File: src/rtl/mem_arbiter_2p.sv
// Two-requester round-robin arbiter in front of an 8x16 memory with registered reads.
// Write occupies 3 cycles (IDLE sample, ISSUE, DONE), read occupies 4 (extra RDWAIT).
module mem_arbiter_2p (
   input  logic        clk,
   input  logic        rst,
   input  logic        req_a,
   input  logic        req_b,
   input  logic        wr_a,
   input  logic        wr_b,
   input  logic [2:0]  addr_a,
   input  logic [2:0]  addr_b,
   input  logic [15:0] wdata_a,
   input  logic [15:0] wdata_b,
   output logic        gnt_a,
   output logic        gnt_b,
   output logic        done_a,
   output logic        done_b,
   output logic [15:0] rdata,
   output logic        busy,
   output logic        mem_we,
   output logic        mem_re,
   output logic [2:0]  mem_wr_addr,
   output logic [2:0]  mem_rd_addr,
   output logic [15:0] mem_din,
   input  logic [15:0] mem_dout
);

   typedef enum logic [1:0] {IDLE, ISSUE, RDWAIT, DONE} state_t;

   state_t      state_q, state_d;
   logic        prio_q, prio_d;   // 0 = A holds priority, 1 = B
   logic        win_q, win_d;     // 0 = A owns the transaction, 1 = B
   logic        wr_q, wr_d;
   logic [2:0]  addr_q, addr_d;
   logic [15:0] wdata_q, wdata_d;
   logic [15:0] rdata_q, rdata_d;
   logic        gnt_a_q, gnt_a_d;
   logic        gnt_b_q, gnt_b_d;
   logic        done_a_q, done_a_d;
   logic        done_b_q, done_b_d;
   logic        busy_q, busy_d;
   logic        mem_we_q, mem_we_d;
   logic        mem_re_q, mem_re_d;
   logic        pick_b;

   always_comb begin
      state_d = state_q;
      prio_d  = prio_q;
      win_d   = win_q;
      wr_d    = wr_q;
      addr_d  = addr_q;
      wdata_d = wdata_q;
      rdata_d = rdata_q;
      pick_b  = req_b & (~req_a | prio_q);

      case (state_q)
         IDLE: begin
            if (req_a | req_b) begin
               win_d   = pick_b;
               wr_d    = pick_b ? wr_b    : wr_a;
               addr_d  = pick_b ? addr_b  : addr_a;
               wdata_d = pick_b ? wdata_b : wdata_a;
               state_d = ISSUE;
            end
         end
         ISSUE:  state_d = wr_q ? DONE : RDWAIT;
         RDWAIT: begin
            rdata_d = mem_dout;
            state_d = DONE;
         end
         DONE: begin
            prio_d  = ~win_q;
            state_d = IDLE;
         end
         default: state_d = IDLE;
      endcase

      // Outputs are registered, so they are decoded from the state being entered.
      gnt_a_d  = (state_d != IDLE) && !win_d;
      gnt_b_d  = (state_d != IDLE) &&  win_d;
      done_a_d = (state_d == DONE) && !win_d;
      done_b_d = (state_d == DONE) &&  win_d;
      busy_d   = (state_d != IDLE);
      mem_we_d = (state_d == ISSUE) &&  wr_d;
      mem_re_d = (state_d == ISSUE) && !wr_d;
   end

   always_ff @(posedge clk) begin
      if (rst) begin
         state_q  <= IDLE;
         prio_q   <= 1'b0;
         win_q    <= 1'b0;
         wr_q     <= 1'b0;
         addr_q   <= 3'd0;
         wdata_q  <= 16'd0;
         rdata_q  <= 16'd0;
         gnt_a_q  <= 1'b0;
         gnt_b_q  <= 1'b0;
         done_a_q <= 1'b0;
         done_b_q <= 1'b0;
         busy_q   <= 1'b0;
         mem_we_q <= 1'b0;
         mem_re_q <= 1'b0;
      end else begin
         state_q  <= state_d;
         prio_q   <= prio_d;
         win_q    <= win_d;
         wr_q     <= wr_d;
         addr_q   <= addr_d;
         wdata_q  <= wdata_d;
         rdata_q  <= rdata_d;
         gnt_a_q  <= gnt_a_d;
         gnt_b_q  <= gnt_b_d;
         done_a_q <= done_a_d;
         done_b_q <= done_b_d;
         busy_q   <= busy_d;
         mem_we_q <= mem_we_d;
         mem_re_q <= mem_re_d;
      end
   end

   assign gnt_a       = gnt_a_q;
   assign gnt_b       = gnt_b_q;
   assign done_a      = done_a_q;
   assign done_b      = done_b_q;
   assign busy        = busy_q;
   assign mem_we      = mem_we_q;
   assign mem_re      = mem_re_q;
   assign rdata       = rdata_q;
   assign mem_wr_addr = addr_q;
   assign mem_rd_addr = addr_q;
   assign mem_din     = wdata_q;

endmodule
File: config.mk
export PLATFORM = sky130hd
export DESIGN_NAME = mem_arbiter_2p
export DESIGN_NICKNAME = d
export VERILOG_FILES = /design/src/rtl/mem_arbiter_2p.sv
export SDC_FILE = /design/constraint.sdc
export NUM_CORES = 1
export LEC_CHECK = 0
export CORE_MARGIN = 5
export CORE_UTILIZATION = 39
export DETAILED_ROUTE_END_ITERATION = 10
export HOLD_SLACK_MARGIN = 0.1
export PLACE_DENSITY = 0.8
export SYNTH_ARGS = -nofsm -noshare
export SYNTH_HDL_FRONTEND = slang
export SYNTH_SLANG_ARGS = --single-unit
export TNS_END_PERCENT = 30
File: constraint.sdc
create_clock -name clk -period 1.7 [get_ports clk]
set_input_delay 0.34 -clock clk [delete_from_list [all_inputs] [get_ports clk]]
set_output_delay 0.34 -clock clk [all_outputs]
set_load 0.01 [all_outputs]
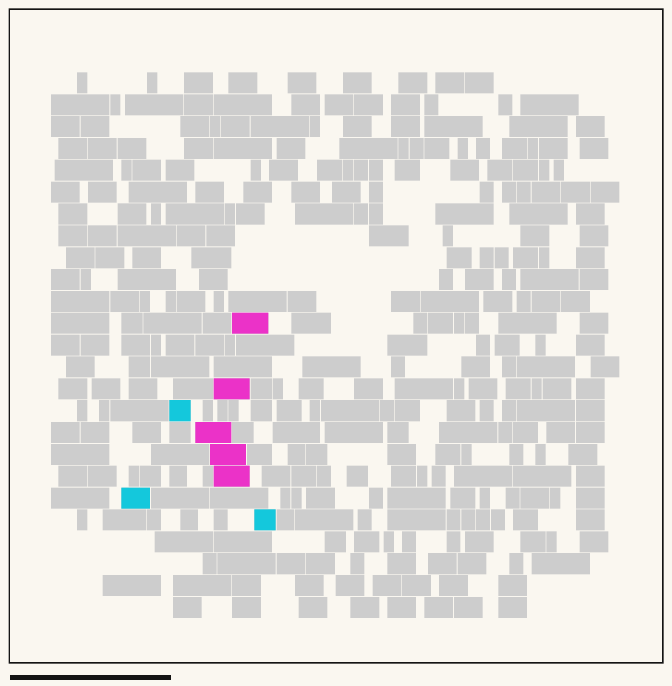
Run 1: gate-type map
The bar under the picture is 20 um long.
family	color	cells	most used
fa/ha/maj cells	magenta	5	ha_1
non-inverting ao/oa cells	cyan	3	o21a_1
most numerous logic cell after layout: clkdlybuf4s50_1
combinational share of cell area: 0.2795
final cell count without fillers: 381

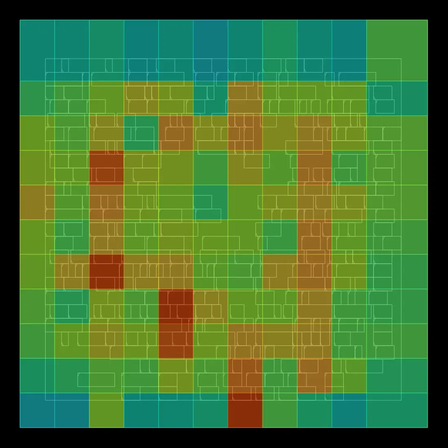
Run 1: congestion heat map
met2 usage: 0.2865
GRT met1 Usage: 0.2089
GR Util met3: 0.07539
GRT busiest layer: met2
Tot GR Track Use: 0.1717

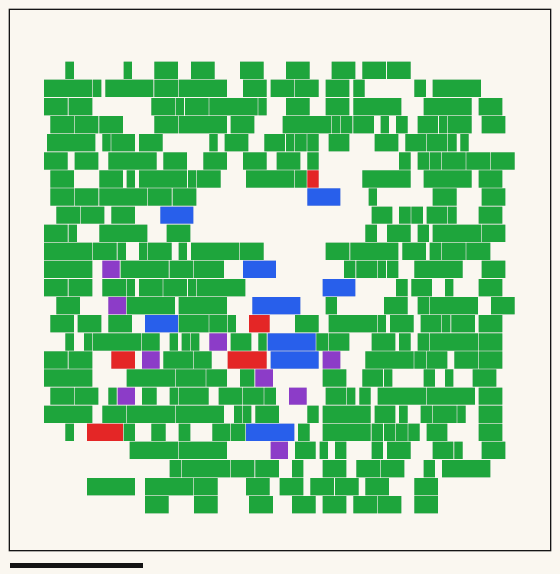
Run 1: cell sizes after repair
The bar under the picture is 20 um long.
size	color	cells	share
x2	red	5	1.6%
x6 and larger	blue	9	2.9%
x3 and x4	purple	9	2.9%
x1 and smaller	green	291	93%
Layout area overhead: 62.10%
final instance area: 3201 um^2

==> flow_metrics.env, run 1 <==
# source this file to load flow results
export IMPL_outcome="completed"
export IMPL_hold_depth=2
export IMPL_p_comb_mw=2.19
export IMPL_die_area_um2=6585
export IMPL_avgViaCountPerCell=4.971
export IMPL_crit_path_top_delay_cell="clkdlybuf4s50_1"
export IMPL_final_nets=378
export IMPL_syn_num_nets=276
export IMPL_seqPwrFrac=0.364
export IMPL_grt_pass1_vias=1872
export IMPL_place_area_um2=3115
export IMPL_synthMuxAreaShare=0.08112
export IMPL_tool_warnings=30
export IMPL_reg2reg_to="mem_we"
export IMPL_grt_max_degree=39
export IMPL_worstMarginPinSlew_ps=386.7
export IMPL_synth_seq_cells=47
export IMPL_h_tree_depth=2
export IMPL_ys_warn_count=0
export IMPL_yosysTopAreaCell="dfxtp_1"
export IMPL_num_rows=25
export IMPL_hold_slack_ps=495.5
export IMPL_dr_wl_met2_mm=2.607
export IMPL_die_x_um=81.15
export IMPL_top_layer="met4"
export IMPL_endpoint_kind="primary output"
export IMPL_yosys_stat_seqShare=0.4766
export IMPL_first_iter_violations=78
export IMPL_final_core_util=0.6644
export IMPL_edf_count=0
export IMPL_period_needed_ps=1544
export IMPL_clockRootBuffer="clkbuf_8"
export IMPL_dp_slack_ps=-77.01
export IMPL_path_max_fanout=2
export IMPL_hold_violations=0
export IMPL_rrSetupSlack_ps=190
export IMPL_clkTransAtPathRegs_ps=80
export IMPL_max_cap_violations=0
export IMPL_drive_gt1_frac=0.07325
export IMPL_yosys_top_cells_count="dfxtp_1 (47), nor2_1 (39), a311oi_1 (19), nand3_1 (19), o21ai_0 (19)"
export IMPL_adder_share=0.03169
export IMPL_startpoint="rdata[5]"
export IMPL_postRouteAntennaNets=0
export IMPL_critPathRequiredTime_ps=1360
export IMPL_die_height_um=81.15
export IMPL_initCoreUtil=0.4099
export IMPL_yosys_area_share_aoi=0.1698
export IMPL_p_sw_frac=0.3452
export IMPL_slowest_delay_ps=570
export IMPL_drv_slew=0
export IMPL_topCombFamilyByArea="simple AND/OR/NAND/NOR gates"
export IMPL_clock_skew_ps=6.559
export IMPL_avgSynthCellArea_um2=9.357
export IMPL_cp_start_kind="register"
export IMPL_post_drt_wl_per_cell_um=14.35
export IMPL_gr_total_overflow=0
export IMPL_crit_end="rdata[5]"
export IMPL_most_common_cell="dfxtp_1"
export IMPL_critical_path_depth=1
export IMPL_gp_congestion=0.7375
export IMPL_portBuffers=104
export IMPL_vias=1894
export IMPL_fin_tns_setup_ps=0
export IMPL_rsz0062_at_grt="false"
export IMPL_min_to="mem_din[5]"
export IMPL_ys_async_sr_fraction=0
export IMPL_p_sw_mw=1.542
export IMPL_worstSetupPathType="reg2out"
export IMPL_tritoncts="yes"
export IMPL_relSlewSlack=0.7406
export IMPL_met1_length_mm=2.300
export IMPL_fmax_mhz=647.5
export IMPL_critPathBufInv=1
export IMPL_synth_area_um2=1974
export IMPL_cts_hold_buf=0
export IMPL_ff_type="dfxtp_1"
export IMPL_hpwl_mm=4.187
export IMPL_synth_distinct_cells=27
export IMPL_cts_setup_buffers=0
export IMPL_p_comb_frac=0.491
export IMPL_vdd_ir_drop_max_uv=748.1
export IMPL_placedCellCount=373
export IMPL_holdCritStartpoint="mem_din[5]"
export IMPL_yosysChipArea_um2=1974
export IMPL_antenna_found_initial=0
export IMPL_drt_total_wl_mm=5.468
export IMPL_cts_buffers=5
export IMPL_seq_power_mw=1.62
export IMPL_crit_family="buffers and inverters"
export IMPL_power_density_nw_per_um2=1396
export IMPL_ios=105
export IMPL_setup_violations=0
export IMPL_critical_path_arrival_ps=1200
export IMPL_top_cell_area_share=0.4766
export IMPL_pwr_share_clk=0.145
export IMPL_cp_cell_sequence="clkdlybuf4s50_1"
export IMPL_clk_latency_ps=290
export IMPL_p_leak_nw=1.184
export IMPL_final_fill_count=408
export IMPL_fin_ws_ps=155.6
export IMPL_first_pass_iters=4
export IMPL_synthTopCellsByArea="dfxtp_1 (48%), a311oi_1 (8.4%), mux2i_1 (8.1%)"
export IMPL_cts_resized=0
export IMPL_core_um2=4817
export IMPL_total_power_mw=4.468
export IMPL_top_power_group="combinational logic"
export IMPL_clkSinkCount=47
export IMPL_r2r_cells=6
export IMPL_hp_class="reg2reg"
export IMPL_drc=0
export IMPL_pg_clk_uw=649
export IMPL_met3_length_um=547
export IMPL_synthCells=211
export IMPL_cts_path_max_buffers=2
export IMPL_xor_share=0
export IMPL_intPower_mw=2.926
export IMPL_period_used=0.9085
export IMPL_reg2reg_from="state_q[0]"
export IMPL_ys_cells=211
export IMPL_diodes=0
run 1: layout make-up:
type	count	area, um^2	share of cell area
tap	67	83.83	0.02619
multi-input combinational	139	894.6	0.2795
clock buffer	6	72.57	0.02267
inverter	4	15.01	0.004691
clock inverter	2	12.51	0.003909
timing repair buffer	116	1181	0.3690
sequential	47	940.9	0.2940
run 1: placed cells by master (no fill, tap or decap):
| cell | synthesis | layout |
|---|---|---|
| clkdlybuf4s50_1 | 0 | 104 |
| dfxtp_1 | 47 | 47 |
| nor2_1 | 39 | 39 |
| nand3_1 | 19 | 19 |
| o21ai_0 | 19 | 19 |
| a311oi_1 | 19 | 19 |
| mux2i_1 | 16 | 16 |
| buf_4 | 10 | 8 |
| ha_1 | 5 | 5 |
| clkbuf_8 | 0 | 5 |
| inv_1 | 4 | 4 |
| nor3_1 | 4 | 4 |
| buf_12 | 0 | 4 |
| a211oi_1 | 2 | 2 |
| o21a_1 | 2 | 2 |
| nand2_1 | 2 | 2 |
| and3_1 | 2 | 2 |
| nor4b_1 | 1 | 1 |
| nor3_2 | 1 | 1 |
| nand2b_1 | 1 | 1 |
| and2b_2 | 1 | 1 |
| a2bb2oi_1 | 1 | 1 |
| and2_1 | 1 | 1 |
| o32ai_2 | 1 | 1 |
| o2bb2ai_1 | 1 | 1 |
| nor4b_2 | 1 | 1 |
| o211a_1 | 1 | 1 |
| clkbuf_1 | 5 | 1 |
| clkinvlp_4 | 0 | 1 |
| clkinv_2 | 0 | 1 |
run 1: cells by family (layout without fill, tap and decap cells):
kind of cell	count (synthesis)	in the layout
AND-OR/OR-AND	46	46
buffers and inverters	25	128
adder cells (fa/ha/maj)	5	5
flip-flops	47	47
AND/OR/NAND/NOR	72	72
multiplexers	16	16
==> run 2, diff against run 1 <==
--- a/config.mk
+++ b/config.mk
@@ -5,6 +5,7 @@
 export SDC_FILE = /design/constraint.sdc
 export NUM_CORES = 1
 export LEC_CHECK = 0
+export CAP_MARGIN = 30
 export CORE_MARGIN = 5
 export CORE_UTILIZATION = 39
 export DETAILED_ROUTE_END_ITERATION = 10
==> constraint.sdc (replaced) <==
create_clock -name clk -period 1.7 [get_ports clk]
set_input_delay 0.34 -clock clk [delete_from_list [all_inputs] [get_ports clk]]
set_output_delay 0.34 -clock clk [all_outputs]
set_load 0.005 [all_outputs]
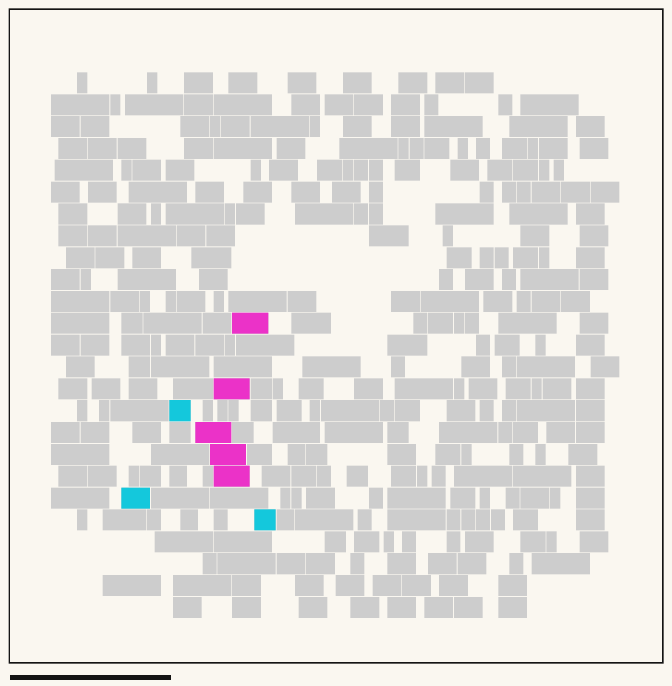
Run 2: gate-type map
The bar under the picture is 20 um long.
family	color	cells	most used
fa/ha/maj cells	magenta	5	ha_1
non-inverting ao/oa cells	cyan	3	o21a_1

==> flow_metrics.env, run 2 <==
# source this file to load flow results
export IMPL_outcome="completed"
export IMPL_cts_hold_buf=0
export IMPL_r2r_cells=6
export IMPL_worstSetupPathType="reg2out"
export IMPL_portBuffers=104
export IMPL_yosys_stat_seqShare=0.4766
export IMPL_cts_path_max_buffers=2
export IMPL_hp_class="reg2reg"
export IMPL_fmax_mhz=662.1
export IMPL_drv_slew=0
export IMPL_critPathBufInv=1
export IMPL_synth_distinct_cells=27
export IMPL_relSlewSlack=0.7406
export IMPL_cp_cell_sequence="clkdlybuf4s50_1"
export IMPL_core_um2=4817
export IMPL_yosysTopAreaCell="dfxtp_1"
export IMPL_ff_type="dfxtp_1"
export IMPL_die_area_um2=6585
export IMPL_h_tree_depth=2
export IMPL_area_growth_pct=62.10
export IMPL_hold_violations=0
export IMPL_grt_max_degree=39
export IMPL_drc=0
export IMPL_setup_violations=0
export IMPL_drt_total_wl_mm=5.468
export IMPL_period_used=0.8885
export IMPL_avgViaCountPerCell=4.971
export IMPL_crit_path_top_delay_cell="clkdlybuf4s50_1"
export IMPL_first_iter_violations=78
export IMPL_grt_use_total=0.1717
export IMPL_lay_top_count="clkdlybuf4s50_1"
export IMPL_hold_depth=2
export IMPL_die_height_um=81.15
export IMPL_synth_seq_cells=47
export IMPL_clk_latency_ps=290
export IMPL_most_common_cell="dfxtp_1"
export IMPL_synth_area_um2=1974
export IMPL_antenna_found_initial=0
export IMPL_clkTransAtPathRegs_ps=80
export IMPL_cts_setup_buffers=0
export IMPL_gp_congestion=0.7375
export IMPL_tritoncts="yes"
export IMPL_drive_gt1_frac=0.07325
export IMPL_synthCells=211
export IMPL_vdd_ir_drop_max_uv=743.3
export IMPL_rsz0062_at_grt="false"
export IMPL_vias=1894
export IMPL_ys_cells=211
export IMPL_hpwl_mm=4.187
export IMPL_num_rows=25
export IMPL_clockRootBuffer="clkbuf_8"
export IMPL_avgSynthCellArea_um2=9.357
export IMPL_critical_path_depth=1
export IMPL_critPathRequiredTime_ps=1360
export IMPL_post_drt_wl_per_cell_um=14.35
export IMPL_cts_buffers=5
export IMPL_max_cap_violations=0
export IMPL_clkSinkCount=47
export IMPL_p_leak_nw=1.184
export IMPL_period_needed_ps=1510
export IMPL_ys_warn_count=0
export IMPL_lay_top_cells="clkdlybuf4s50_1 (104), dfxtp_1 (47), nor2_1 (39)"
export IMPL_clock_skew_ps=6.559
export IMPL_first_pass_iters=4
export IMPL_path_max_fanout=2
export IMPL_postRouteAntennaNets=0
export IMPL_diodes=0
export IMPL_crit_family="buffers and inverters"
export IMPL_ys_async_sr_fraction=0
export IMPL_yosysChipArea_um2=1974
export IMPL_synthTopCellsByArea="dfxtp_1 (48%), a311oi_1 (8.4%), mux2i_1 (8.1%)"
export IMPL_place_area_um2=3115
export IMPL_grt_pass1_vias=1872
export IMPL_placedCellCount=373
export IMPL_tool_warnings=30
export IMPL_syn_num_nets=276
## run 2: cell counts in the layout (fill, tap and decap cells not counted)
Identical to the previous run, type by type.
## run 2: logic make-up after synthesis
kind of cell,Yosys count,share of synthesized area
multiplexers,16,0.08111
flip-flops,47,0.4766
AND/OR/NAND/NOR,72,0.1705
buffers and inverters,25,0.07034
AND-OR/OR-AND,46,0.1698
adder cells (fa/ha/maj),5,0.03169
## run 2: where the power goes
part,switching (mW),total [mW],internal (mW)
combinational,0.883,2.07,1.18
sequential,0.174,1.62,1.45
clock,0.361,0.649,0.288
total,1.42,4.34,2.92
## run 2: path summary, 6_finish.rpt
kind	startpoint	endpoint	slack [ps]
setup / recovery	rdata[5]	rdata[5]	190
hold / removal	mem_din[5]	mem_din[5]	500
setup reg to reg	state_q[0]	mem_we	190
hold reg to reg	mem_din[5]	mem_din[5]	500
## run 2: metal layers
layer / track usage / vias to the layer above / part of all wire
li1: - / 952 / -
met1: 0.2089 / 864 / 0.42
met2: 0.2865 / 76 / 0.48
met3: 0.07539 / 2 / 0.10
met4: 0.02534 / 0 / 0.0022
met5: 0 / - / 0
## run 2: layout make-up
class	count	area, um^2
Sequential cell	47	940.9
Fill cell	408	1617
Inverter	4	15.01
Clock inverter	2	12.51
Clock buffer	6	72.57
Tap cell	67	83.83
Multi-Input combinational cell	139	894.6
Timing Repair Buffer	116	1181
## run 2: through the flow
stage                     TNS (ps)    util  power [mW]  hold slack, ps  worst slack [ps]
after floorplan                  0       -       2.721           439.5             266.1
after global placement      -289.5  0.6468       3.677           470.6            -50.00
after detailed placement     -1137  0.6468       3.737           476.7            -77.01
after CTS                        0  0.6644       4.401           497.2             175.6
after global routing             0  0.6644       4.704           533.6             27.99
final                            0  0.6644       4.339           495.5             189.5
==> run 3, diff against run 2 <==
--- a/config.mk
+++ b/config.mk
@@ -5,7 +5,7 @@
 export SDC_FILE = /design/constraint.sdc
 export NUM_CORES = 1
 export LEC_CHECK = 0
-export CAP_MARGIN = 30
+export CAP_MARGIN = 25
 export CORE_MARGIN = 5
 export CORE_UTILIZATION = 39
 export DETAILED_ROUTE_END_ITERATION = 10
@@ -14,4 +14,4 @@
 export SYNTH_ARGS = -nofsm -noshare
 export SYNTH_HDL_FRONTEND = slang
 export SYNTH_SLANG_ARGS = --single-unit
-export TNS_END_PERCENT = 30
+export TNS_END_PERCENT = 50
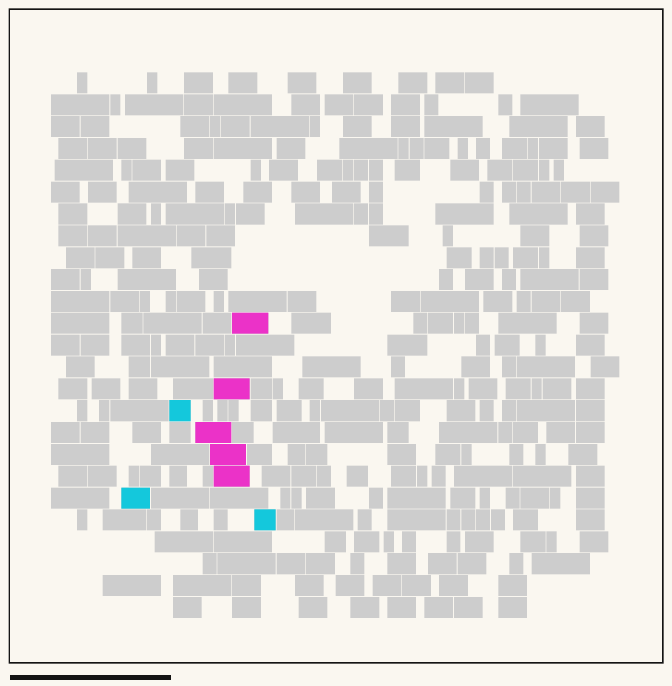
Run 3: gate-type map
The bar under the picture is 20 um long.
family	color	cells	most used
non-inverting ao/oa cells	cyan	3	o21a_1
fa/ha/maj cells	magenta	5	ha_1

==> flow_metrics.env, run 3 <==
# source this file to load flow results
export IMPL_outcome="completed"
export IMPL_use_met1=0.2089
export IMPL_power_density_nw_per_um2=1356
export IMPL_tritoncts="yes"
export IMPL_initCoreUtil=0.4099
export IMPL_synthTopCellsByArea="dfxtp_1 (48%), a311oi_1 (8.4%), mux2i_1 (8.1%)"
export IMPL_first_iter_violations=78
export IMPL_fin_tns_setup_ps=0
export IMPL_endpoint_kind="primary output"
export IMPL_ff_type="dfxtp_1"
export IMPL_dr_wl_met2_mm=2.607
export IMPL_crit_family="buffers and inverters"
export IMPL_period_used=0.8885
export IMPL_max_cap_violations=0
export IMPL_drive_gt1_frac=0.07325
export IMPL_hp_class="reg2reg"
export IMPL_die_area_um2=6585
export IMPL_drv_slew=0
export IMPL_lay_top_cells="clkdlybuf4s50_1 (104), dfxtp_1 (47), nor2_1 (39)"
export IMPL_critPathBufInv=1
export IMPL_top_layer="met4"
export IMPL_p_leak_nw=1.184
export IMPL_most_common_cell="dfxtp_1"
export IMPL_cts_resized=0
export IMPL_core_um2=4817
export IMPL_final_nets=378
export IMPL_yosysChipArea_um2=1974
export IMPL_drc=0
export IMPL_synth_distinct_cells=27
export IMPL_grt_max_degree=39
export IMPL_setup_violations=0
export IMPL_lay_top_count="clkdlybuf4s50_1"
export IMPL_first_pass_iters=4
export IMPL_clkTransAtPathRegs_ps=80
export IMPL_num_rows=25
export IMPL_vdd_ir_drop_max_uv=743.3
export IMPL_final_fill_count=408
export IMPL_yosys_top_cells_count="dfxtp_1 (47), nor2_1 (39), a311oi_1 (19), nand3_1 (19), o21ai_0 (19)"
export IMPL_grt_use_total=0.1717
export IMPL_total_power_mw=4.339
export IMPL_die_height_um=81.15
export IMPL_edf_count=0
export IMPL_worstMarginPinSlew_ps=386.7
export IMPL_hpwl_mm=4.187
export IMPL_synthCells=211
export IMPL_cts_setup_buffers=0
export IMPL_path_max_fanout=2
export IMPL_avgViaCountPerCell=4.971
export IMPL_critical_path_arrival_ps=1170
export IMPL_drt_total_wl_mm=5.468
export IMPL_grt_pass1_vias=1872
export IMPL_syn_num_nets=276
export IMPL_h_tree_depth=2
export IMPL_vias=1894
export IMPL_period_needed_ps=1510
export IMPL_ys_async_sr_fraction=0
export IMPL_relSlewSlack=0.7406
export IMPL_top_cell_area_share=0.4766
export IMPL_cp_start_kind="register"
export IMPL_gr_total_overflow=0
export IMPL_clockRootBuffer="clkbuf_8"
export IMPL_met3_length_um=547
export IMPL_postRouteAntennaNets=0
export IMPL_avgSynthCellArea_um2=9.357
export IMPL_tool_warnings=30
export IMPL_cts_buffers=5
export IMPL_die_x_um=81.15
export IMPL_synth_area_um2=1974
export IMPL_clock_skew_ps=6.559
export IMPL_clkSinkCount=47
export IMPL_yosysTopAreaCell="dfxtp_1"
export IMPL_cp_cell_sequence="clkdlybuf4s50_1"
export IMPL_gp_congestion=0.7375
export IMPL_diodes=0
export IMPL_final_core_util=0.6644
export IMPL_ios=105
export IMPL_slowest_delay_ps=540
export IMPL_met1_length_mm=2.300
export IMPL_rsz0062_at_grt="false"
export IMPL_grt_busiest_layer="met2"
export IMPL_yosys_stat_seqShare=0.4766
export IMPL_worstSetupPathType="reg2out"
export IMPL_antenna_found_initial=0
export IMPL_critPathRequiredTime_ps=1360
export IMPL_synth_seq_cells=47
export IMPL_ys_cells=211
-- run 3: cell counts in the layout (fill, tap and decap cells not counted) --
Identical to the previous run, type by type.
-- run 3: where the power goes --
group	total [mW]	switching (mW)	internal, mW
clock	0.649	0.361	0.288
combinational	2.07	0.883	1.18
sequential	1.62	0.174	1.45
-- run 3: per-stage QoR --
| stage | setup WS (ps) | hold WS, ps | instance area, um^2 | std cells |
|---|---|---|---|---|
| final | 189.5 | 495.5 | 3201 | 381 |
| after global routing | 27.99 | 533.6 | 3201 | 381 |
| after CTS | 175.6 | 497.2 | 3201 | 381 |
| after detailed placement | -77.01 | 476.7 | 3115 | 373 |
| after global placement | -50.00 | 470.6 | 3115 | 373 |
| after floorplan | 266.1 | 439.5 | 1974 | 211 |
-- run 3: area by class of cell --
| cell class | count | area (um^2) | area share |
|---|---|---|---|
| Timing Repair Buffer | 116 | 1181 | 0.3690 |
| Sequential cell | 47 | 940.9 | 0.2940 |
| Multi-Input combinational cell | 139 | 894.6 | 0.2795 |
| Tap cell | 67 | 83.83 | 0.02619 |
| Clock buffer | 6 | 72.57 | 0.02267 |
| Inverter | 4 | 15.01 | 0.004691 |
| Clock inverter | 2 | 12.51 | 0.003909 |
-- run 3: logic make-up after synthesis --
logic type,Yosys count,synth area share
AND-OR/OR-AND,46,0.1698
adder cells (fa/ha/maj),5,0.03169
buffers and inverters,25,0.07034
flip-flops,47,0.4766
multiplexers,16,0.08111
AND/OR/NAND/NOR,72,0.1705
-- run 3: path summary, 6_finish.rpt --
check / start / to / slack (ps) / depth (start not counted)
worst min register to register: mem_din[5] / mem_din[5] / 500 / 2
worst min-delay path: mem_din[5] / mem_din[5] / 500 / 2
worst max register to register: state_q[0] / mem_we / 190 / 6
worst max-delay path: rdata[5] / rdata[5] / 190 / 1
Power figures rest on the tool's default switching activity, not on a simulated workload.
